==> src/rtl/memory_interface_if.sv <==
// Bundles the load/store sequencer request signals and the external bus
// signals of memory_interface into a single port.
interface memory_interface_if;
    logic        reqValid;
    logic        reqWrite;
    logic [1:0]  reqSize;
    logic        reqSigned;
    logic [31:0] address;
    logic [1:0]  dataSelectBits;
    logic [31:0] writeData;
    logic [31:0] busReadData;
    logic        busReady;
    logic [31:0] busAddress;
    logic [3:0]  busByteEnable;
    logic [31:0] busWriteData;
    logic        busRead;
    logic        busWrite;
    logic        busy;
    logic        done;
    logic [31:0] loadData;
    logic        alignFault;
    logic        busFault;

    modport slave (
        input  reqValid, reqWrite, reqSize, reqSigned, address, dataSelectBits,
               writeData, busReadData, busReady,
        output busAddress, busByteEnable, busWriteData, busRead, busWrite,
               busy, done, loadData, alignFault, busFault
    );

    modport master (
        output reqValid, reqWrite, reqSize, reqSigned, address, dataSelectBits,
               writeData, busReadData, busReady,
        input  busAddress, busByteEnable, busWriteData, busRead, busWrite,
               busy, done, loadData, alignFault, busFault
    );
endinterface

==> src/rtl/memory_interface.sv <==
// Load/store bus access unit: alignment checking, byte-lane steering,
// load extension and a bounded wait for bus completion.
module memory_interface #(
    parameter int unsigned TIMEOUT = 255
) (
    input  logic                clk,
    input  logic                reset,
    memory_interface_if.slave   bus
);

    localparam logic [7:0] TIMEOUT_C = 8'(TIMEOUT);

    typedef enum logic [1:0] {
        IDLE    = 2'b00,
        ACCESS  = 2'b01,
        RESPOND = 2'b10
    } state_e;

    state_e      state_q, state_d;
    logic [7:0]  wait_q, wait_d;
    logic [1:0]  size_q, size_d;
    logic [1:0]  off_q, off_d;
    logic        signed_q, signed_d;
    logic        write_q, write_d;
    logic [31:0] bus_address_q, bus_address_d;
    logic [3:0]  bus_be_q, bus_be_d;
    logic [31:0] bus_wdata_q, bus_wdata_d;
    logic        bus_read_q, bus_read_d;
    logic        bus_write_q, bus_write_d;
    logic        busy_q, busy_d;
    logic        done_q, done_d;
    logic [31:0] load_data_q, load_data_d;
    logic        align_fault_q, align_fault_d;
    logic        bus_fault_q, bus_fault_d;

    // Low address bits are deliberately ignored; the offset comes from dataSelectBits.
    logic unused_addr_lsb_s;
    assign unused_addr_lsb_s = ^bus.address[1:0];

    function automatic logic is_misaligned(input logic [1:0] size, input logic [1:0] off);
        logic r;
        case (size)
            2'b00:   r = 1'b0;
            2'b01:   r = off[0];
            2'b10:   r = (off != 2'b00);
            default: r = 1'b1;
        endcase
        return r;
    endfunction

    function automatic logic [3:0] byte_enable(input logic [1:0] size, input logic [1:0] off);
        logic [3:0] r;
        case (size)
            2'b00:   r = 4'b0001 << off;
            2'b01:   r = off[1] ? 4'b1100 : 4'b0011;
            default: r = 4'b1111;
        endcase
        return r;
    endfunction

    function automatic logic [31:0] replicate_wdata(input logic [1:0] size, input logic [31:0] data);
        logic [31:0] r;
        case (size)
            2'b00:   r = {4{data[7:0]}};
            2'b01:   r = {2{data[15:0]}};
            default: r = data;
        endcase
        return r;
    endfunction

    function automatic logic [31:0] extract_load(input logic [1:0] size, input logic [1:0] off,
                                                 input logic sgn, input logic [31:0] word);
        logic [7:0]  b;
        logic [15:0] h;
        logic [31:0] r;
        b = word[{off, 3'b000} +: 8];
        h = off[1] ? word[31:16] : word[15:0];
        case (size)
            2'b00:   r = {{24{sgn & b[7]}}, b};
            2'b01:   r = {{16{sgn & h[15]}}, h};
            default: r = word;
        endcase
        return r;
    endfunction

    // Next-state and registered-output logic of the access sequencer.
    always_comb begin
        state_d       = state_q;
        wait_d        = wait_q;
        size_d        = size_q;
        off_d         = off_q;
        signed_d      = signed_q;
        write_d       = write_q;
        bus_address_d = bus_address_q;
        bus_be_d      = bus_be_q;
        bus_wdata_d   = bus_wdata_q;
        bus_read_d    = bus_read_q;
        bus_write_d   = bus_write_q;
        load_data_d   = load_data_q;
        done_d        = 1'b0;
        align_fault_d = 1'b0;
        bus_fault_d   = 1'b0;

        case (state_q)
            IDLE: begin
                if (bus.reqValid) begin
                    if (is_misaligned(bus.reqSize, bus.dataSelectBits)) begin
                        align_fault_d = 1'b1;
                        done_d        = 1'b1;
                    end else begin
                        state_d       = ACCESS;
                        wait_d        = 8'd0;
                        size_d        = bus.reqSize;
                        off_d         = bus.dataSelectBits;
                        signed_d      = bus.reqSigned;
                        write_d       = bus.reqWrite;
                        bus_address_d = {bus.address[31:2], 2'b00};
                        bus_be_d      = byte_enable(bus.reqSize, bus.dataSelectBits);
                        bus_wdata_d   = replicate_wdata(bus.reqSize, bus.writeData);
                        bus_read_d    = ~bus.reqWrite;
                        bus_write_d   = bus.reqWrite;
                    end
                end else begin
                    state_d = IDLE;
                end
            end
            ACCESS: begin
                // Completion wins over a timeout reached in the same cycle.
                if (bus.busReady) begin
                    state_d     = RESPOND;
                    bus_read_d  = 1'b0;
                    bus_write_d = 1'b0;
                    if (!write_q) begin
                        load_data_d = extract_load(size_q, off_q, signed_q, bus.busReadData);
                    end else begin
                        load_data_d = load_data_q;
                    end
                end else if ((wait_q + 8'd1) == TIMEOUT_C) begin
                    state_d     = IDLE;
                    wait_d      = wait_q + 8'd1;
                    bus_read_d  = 1'b0;
                    bus_write_d = 1'b0;
                    bus_fault_d = 1'b1;
                    done_d      = 1'b1;
                end else begin
                    wait_d = wait_q + 8'd1;
                end
            end
            RESPOND: begin
                done_d  = 1'b1;
                state_d = IDLE;
            end
            default: begin
                state_d     = IDLE;
                bus_read_d  = 1'b0;
                bus_write_d = 1'b0;
            end
        endcase

        busy_d = (state_d != IDLE);
    end

    // State and output registers with synchronous active-low reset.
    always_ff @(posedge clk) begin
        if (!reset) begin
            state_q       <= IDLE;
            wait_q        <= 8'd0;
            size_q        <= 2'b00;
            off_q         <= 2'b00;
            signed_q      <= 1'b0;
            write_q       <= 1'b0;
            bus_address_q <= 32'd0;
            bus_be_q      <= 4'd0;
            bus_wdata_q   <= 32'd0;
            bus_read_q    <= 1'b0;
            bus_write_q   <= 1'b0;
            busy_q        <= 1'b0;
            done_q        <= 1'b0;
            load_data_q   <= 32'd0;
            align_fault_q <= 1'b0;
            bus_fault_q   <= 1'b0;
        end else begin
            state_q       <= state_d;
            wait_q        <= wait_d;
            size_q        <= size_d;
            off_q         <= off_d;
            signed_q      <= signed_d;
            write_q       <= write_d;
            bus_address_q <= bus_address_d;
            bus_be_q      <= bus_be_d;
            bus_wdata_q   <= bus_wdata_d;
            bus_read_q    <= bus_read_d;
            bus_write_q   <= bus_write_d;
            busy_q        <= busy_d;
            done_q        <= done_d;
            load_data_q   <= load_data_d;
            align_fault_q <= align_fault_d;
            bus_fault_q   <= bus_fault_d;
        end
    end

    assign bus.busAddress    = bus_address_q;
    assign bus.busByteEnable = bus_be_q;
    assign bus.busWriteData  = bus_wdata_q;
    assign bus.busRead       = bus_read_q;
    assign bus.busWrite      = bus_write_q;
    assign bus.busy          = busy_q;
    assign bus.done          = done_q;
    assign bus.loadData      = load_data_q;
    assign bus.alignFault    = align_fault_q;
    assign bus.busFault      = bus_fault_q;

endmodule

==> src/flat_wrapper.sv <==
// flat-port wrapper written by rule: the top's interface ports become plain ports
module memory_interface_flat 
#(
    parameter int unsigned TIMEOUT = 255
)
  (clk, reset, bus_reqValid, bus_reqWrite, bus_reqSize, bus_reqSigned, bus_address, bus_dataSelectBits, bus_writeData, bus_busReadData, bus_busReady, bus_busAddress, bus_busByteEnable, bus_busWriteData, bus_busRead, bus_busWrite, bus_busy, bus_done, bus_loadData, bus_alignFault, bus_busFault);
  memory_interface_if bus_i ();
  input  logic clk;
  input  logic reset;
  input wire logic [$bits(bus_i.reqValid)-1:0] bus_reqValid;
  input wire logic [$bits(bus_i.reqWrite)-1:0] bus_reqWrite;
  input wire logic [$bits(bus_i.reqSize)-1:0] bus_reqSize;
  input wire logic [$bits(bus_i.reqSigned)-1:0] bus_reqSigned;
  input wire logic [$bits(bus_i.address)-1:0] bus_address;
  input wire logic [$bits(bus_i.dataSelectBits)-1:0] bus_dataSelectBits;
  input wire logic [$bits(bus_i.writeData)-1:0] bus_writeData;
  input wire logic [$bits(bus_i.busReadData)-1:0] bus_busReadData;
  input wire logic [$bits(bus_i.busReady)-1:0] bus_busReady;
  output wire logic [$bits(bus_i.busAddress)-1:0] bus_busAddress;
  output wire logic [$bits(bus_i.busByteEnable)-1:0] bus_busByteEnable;
  output wire logic [$bits(bus_i.busWriteData)-1:0] bus_busWriteData;
  output wire logic [$bits(bus_i.busRead)-1:0] bus_busRead;
  output wire logic [$bits(bus_i.busWrite)-1:0] bus_busWrite;
  output wire logic [$bits(bus_i.busy)-1:0] bus_busy;
  output wire logic [$bits(bus_i.done)-1:0] bus_done;
  output wire logic [$bits(bus_i.loadData)-1:0] bus_loadData;
  output wire logic [$bits(bus_i.alignFault)-1:0] bus_alignFault;
  output wire logic [$bits(bus_i.busFault)-1:0] bus_busFault;
  assign bus_i.reqValid = bus_reqValid;
  assign bus_i.reqWrite = bus_reqWrite;
  assign bus_i.reqSize = bus_reqSize;
  assign bus_i.reqSigned = bus_reqSigned;
  assign bus_i.address = bus_address;
  assign bus_i.dataSelectBits = bus_dataSelectBits;
  assign bus_i.writeData = bus_writeData;
  assign bus_i.busReadData = bus_busReadData;
  assign bus_i.busReady = bus_busReady;
  assign bus_busAddress = bus_i.busAddress;
  assign bus_busByteEnable = bus_i.busByteEnable;
  assign bus_busWriteData = bus_i.busWriteData;
  assign bus_busRead = bus_i.busRead;
  assign bus_busWrite = bus_i.busWrite;
  assign bus_busy = bus_i.busy;
  assign bus_done = bus_i.done;
  assign bus_loadData = bus_i.loadData;
  assign bus_alignFault = bus_i.alignFault;
  assign bus_busFault = bus_i.busFault;
  memory_interface #(.TIMEOUT(TIMEOUT)) u_core (.clk(clk), .reset(reset), .bus(bus_i));
endmodule
==> config.mk <==
export PLATFORM = sky130hd
export DESIGN_NAME = memory_interface_flat
export DESIGN_NICKNAME = d
export VERILOG_FILES = /design/src/rtl/memory_interface_if.sv /design/src/rtl/memory_interface.sv /design/src/flat_wrapper.sv
export SDC_FILE = /design/constraint.sdc
export NUM_CORES = 1
export LEC_CHECK = 0
export CAP_MARGIN = 25
export CORE_MARGIN = 2
export CORE_UTILIZATION = 30
export DETAILED_ROUTE_END_ITERATION = 12
export HOLD_SLACK_MARGIN = 0.12
export SLEW_MARGIN = 15
export SYNTH_ARGS = -nofsm -noshare
export SYNTH_HDL_FRONTEND = slang
export SYNTH_SLANG_ARGS = --single-unit
==> constraint.sdc <==
create_clock -name clk -period 1.7 [get_ports clk]
set_input_delay 0.17 -clock clk [delete_from_list [all_inputs] [get_ports clk]]
set_output_delay 0.17 -clock clk [all_outputs]
set_load 0.02 [all_outputs]
==> results.toml, run 1 <==
# physical design summary
[power]
p_sw_mw = 2.165
pwr-share-comb_pct = 19.2
comb-power_mw = 1.49
seqPwrFrac_pct = 39.2
clkPwrFrac_pct = 41.6
power_mw = 7.782
cellPowerDensity_nw_per_um2 = 909.4

[setup_path]
reg2reg_from = "u_core.state_q[1]"
critical_path_arrival_ns = 1.96
worstReg2RegEnd = "u_core.bus.busAddress[9]"
cp_cell_sequence = "clkdlybuf4s50_1, o21a_1, o22a_2, buf_4, nor3_4, buf_12, buf_4, clkbuf_16, nand2_1, a21oi_1"
start_kind = "input pin"
critical-path-top-delay-family = "buffers and inverters"
critPathRequiredTime_ns = 2.04
crit_type = "input pin to flip-flop"
r2r_setup_slack_ns = 0.11

[sta]
slew_violations = 0
fin_hold_ws_ns = 0.2952
hold_violations = 0

[synthesis]
top_cell = "nand2_1"
syn_avg_cell_area_sq_um = 7.770
flop_cell = "dfxtp_1"
logic_family = "AND-OR/OR-AND gates"
top_cell_area_share_pct = 46.01
ys_top_cells_by_count = "173 x nand2_1, 120 x dfxtp_1, 90 x a21oi_1"
yosysTopAreaCell = "dfxtp_1"
synthArstFlopShare_pct = 0
synthXorXnorAreaFrac_pct = 0

[placed_design]
post_dp_cell_area_sq_um = 7895
dp.cells = 1110

[final_layout]
regArea_sq_um = 2405
fill_cells = 1705
nets = 1016
comb_area_share_pct = 30.22
areaGrowthSynthToFinish_pct = 63.89
drive_above_1_share_pct = 12.16
buffer_area_share_pct = 31.66
mi_logic_area_sq_um = 2586

[clocking]
cts_root_buf = "clkbuf_16"
htreeDepth = 4
clkTransAtPathRegs_ns = 0.06

[detailed_routing]
viasPerCell = 4.867
dr_wl_met2_um = 8322

[outcome]
status = "finished, final reports clean"

[global_route]
overflow = 0
grt_pass1_vias = 5278
grtUsageMet1_pct = 21.97

[die]
initCoreUtil_pct = 30.40

[worst_hold_path]
hold_path_class = "input pin to flip-flop"
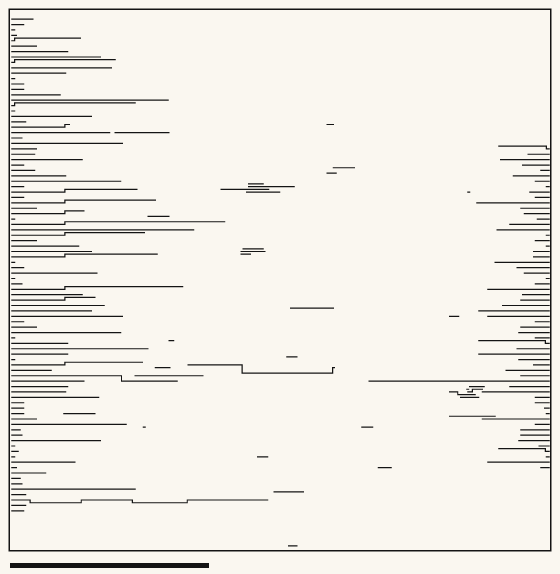
*M3 wires, run 1*
Scale bar: 50 um.
share of all routed wire: 11%
nets with wire on the layer: 170
main direction: horizontal
longest straight run: 45.8 um
wire length on this layer: 2060 um
DR vias: 5578
GR met3 Demand/Resource: 9.582%
Routed WL: 18180 um

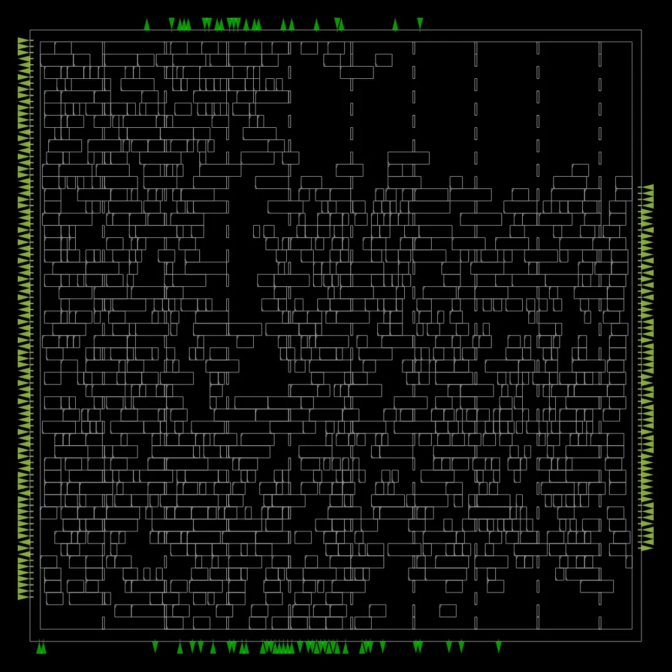
*Placement view, run 1*
flop count: 120
core area: 17180 sq um
num rows: 48

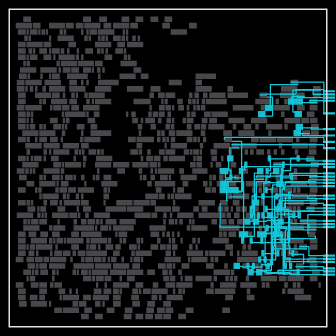
*Wires at chosen ports, followed through buffers, run 1*
[cyan] bus_busReadData | bits: 32 | direction: input | edge: right | end cells: 71 | buffers: 35 | wire: 1590 um
Buffers on Ports: 207
I/O Pins: 212

### Gate families picked out, run 1

Scale bar: 50 um.
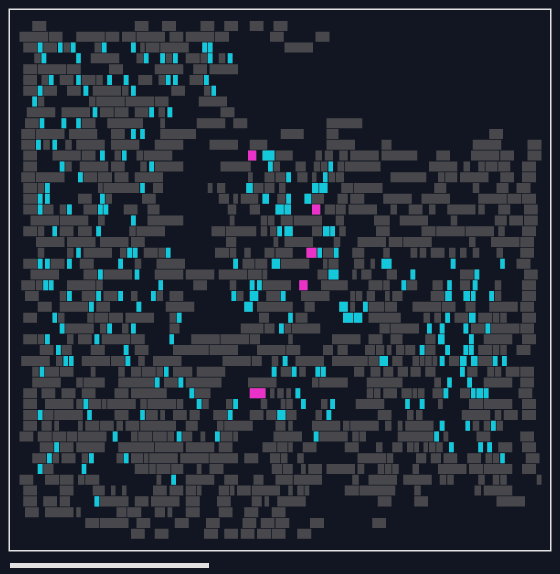

==> run 1 -> run 2 <==
CTS_CLUSTER_SIZE = 10   (was unset)
clock period = 1.8 ns   (was 1.7 ns; I/O delays follow)
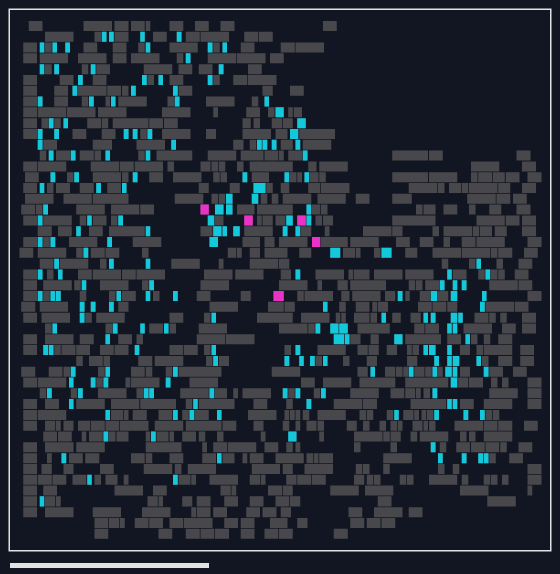
*Gate families picked out, run 2*
Scale bar: 50 um.
[cyan] NAND gates | cells: 200 | most used: nand2_1
[magenta] AND and OR gates | cells: 5 | where: centre
logic share of the area: 30.09%
non-filler instance count after layout: 1132
most numerous logic cell after layout: clkdlybuf4s50_1

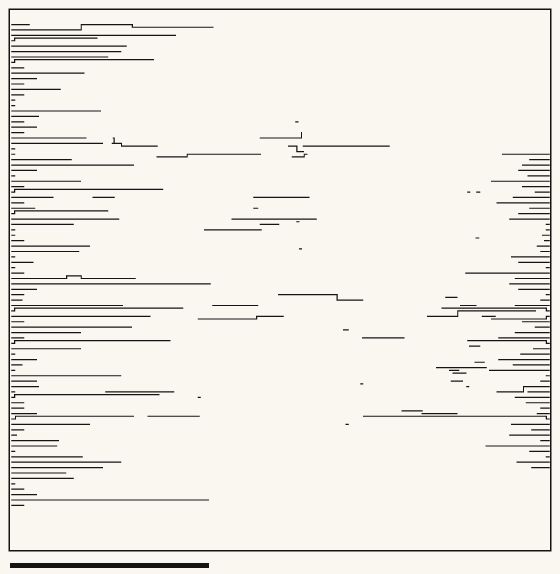
*M3 wires, run 2*
Scale bar: 50 um.
nets with wire on the layer: 172
wire length on this layer: 2070 um
share of all routed wire: 12%
main direction: horizontal
Routed WL: 17540 um
GR met3 Demand/Resource: 9.769%
DR vias: 5497

==> run 2 against run 1 <==
Effect of this change: wire length fell by 3.5%; non-clock buffer count fell by 13; clock power rose by about 10%; combinational power fell by 8%; clock skew fell by 0.0019 ns; global-route usage fell by 0.19 points; sequential power fell by 6%; first-iteration DRC count fell by 8.8%; critical path depth fell by 3; setup slack got worse by 0.021 ns; cell count fell by 1.2%; total power rose by 0.63%; highest routed layer unchanged.
==> results.toml, run 2 <==
# physical design summary
[sta]
slew_headroom_pct = 57.40
fin_hold_ws_ns = 0.3066
hold_violations = 0

[final_layout]
fill_cells = 1695
areaGrowthSynthToFinish_pct = 62.95
sequential_cell_total = 120
regArea_sq_um = 2402
mi_logic_area_sq_um = 2560
drive_above_1_share_pct = 10.03
nets = 1003

[setup_path]
critPathRequiredTime_ns = 2.16
cp_cell_sequence = "clkdlybuf4s50_1, o21a_1, o22a_2, or3_2, buf_12, o32a_1, nand2_1"
worstReg2RegEnd = "u_core.bus.busWrite"
reg2reg_from = "u_core.state_q[1]"
critical_path_arrival_ns = 2.09
critical-path-top-delay-family = "AND-OR/OR-AND gates"
crit_type = "input pin to flip-flop"
r2r_setup_slack_ns = 0.10
start_kind = "input pin"

[worst_hold_path]
hold_path_class = "input pin to flip-flop"

[synthesis]
top_cell_area_share_pct = 46.01
top_cell = "nand2_1"
syn_avg_cell_area_sq_um = 7.770
synthArstFlopShare_pct = 0
synthXorXnorAreaFrac_pct = 0

[power]
comb-power_mw = 1.37
clkPwrFrac_pct = 45.7
cellPowerDensity_nw_per_um2 = 920.4
seqPwrFrac_pct = 36.8
power_mw = 7.831
p_sw_mw = 1.962

[outcome]
status = "finished, final reports clean"

[global_route]
overflow = 0

[clocking]
cts_root_buf = "clkbuf_16"
htreeDepth = 4
clkTransAtPathRegs_ns = 0.06

[detailed_routing]
dr_wl_met2_um = 7829
viasPerCell = 4.856
wl_per_cell_um = 15.50

[die]
initCoreUtil_pct = 30.40
fp-row-count = 48

[placed_design]
dp.cells = 1101
portBuffers = 207
post_dp_cell_area_sq_um = 7865
==> run 2 -> run 3 <==
CTS_CLUSTER_DIAMETER = 120   (was unset)
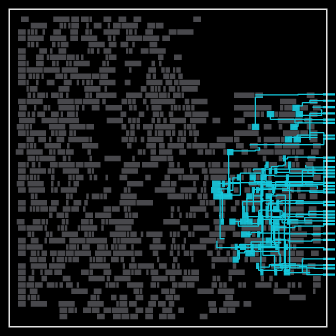
*Wires at chosen ports, followed through buffers, run 3*
[cyan] bus_busReadData | bits: 32 | direction: input | edge: right | end cells: 71 | buffers: 35 | wire: 1610 um

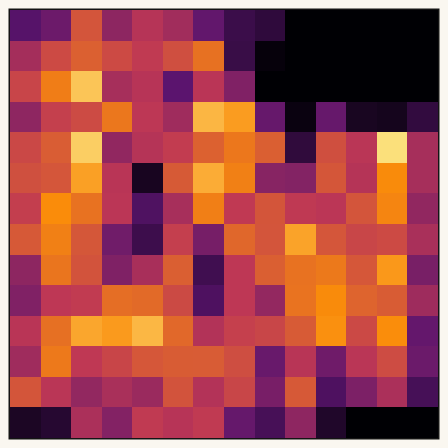
*Local utilization, run 3*
The die is cut into 14 by 14 equal tiles; black is low, pale yellow is high, 0 to 100% covered.
nearly empty tiles: 10%
tiles over 75% full: 7.1%
fullest tile: 93%
emptiest ninth of the die: upper right
mean over tiles: 45%
Final Core Density: 49.53%
fp_density: 30.40%

==> run 3 against run 2 <==
Effect of this change: register-to-register slack about the same; non-clock buffer count unchanged; sequential power is essentially flat; clock skew stayed put; largest power group unchanged; highest routed layer unchanged.
==> results.toml, run 3 <==
# physical design summary
[sta]
hold_violations = 0
fin_hold_ws_ns = 0.3066
slew_headroom_pct = 57.40

[final_layout]
sequential_cell_total = 120
nets = 1003
drive_above_1_share_pct = 10.03
final_cells = 1132
lay_top_count = "clkdlybuf4s50_1"
comb_area_share_pct = 30.09
fill_cells = 1695

[power]
clkPwrFrac_pct = 45.7
cellPowerDensity_nw_per_um2 = 920.4
seqPwrFrac_pct = 36.8
comb-power_mw = 1.37
power_mw = 7.831

[setup_path]
cp_cell_sequence = "clkdlybuf4s50_1, o21a_1, o22a_2, or3_2, buf_12, o32a_1, nand2_1"
critPathRequiredTime_ns = 2.16
worstReg2RegEnd = "u_core.bus.busWrite"
start_kind = "input pin"
crit_type = "input pin to flip-flop"
critical-path-top-delay-family = "AND-OR/OR-AND gates"
reg2reg_from = "u_core.state_q[1]"

[outcome]
status = "finished, final reports clean"

[die]
fp-row-count = 48

[clocking]
clkTransAtPathRegs_ns = 0.06
cts_root_buf = "clkbuf_16"

[synthesis]
syn_avg_cell_area_sq_um = 7.770
synthXorXnorAreaFrac_pct = 0
top_cell = "nand2_1"
synthArstFlopShare_pct = 0

[detailed_routing]
routed_wl_um = 17540
viasPerCell = 4.856
dr_wl_met2_um = 7829
wl_per_cell_um = 15.50

[placed_design]
dp.cells = 1101

[global_route]
grt_use_met3_pct = 9.769
No activity file was given, so power comes from the tool's default toggle rates.
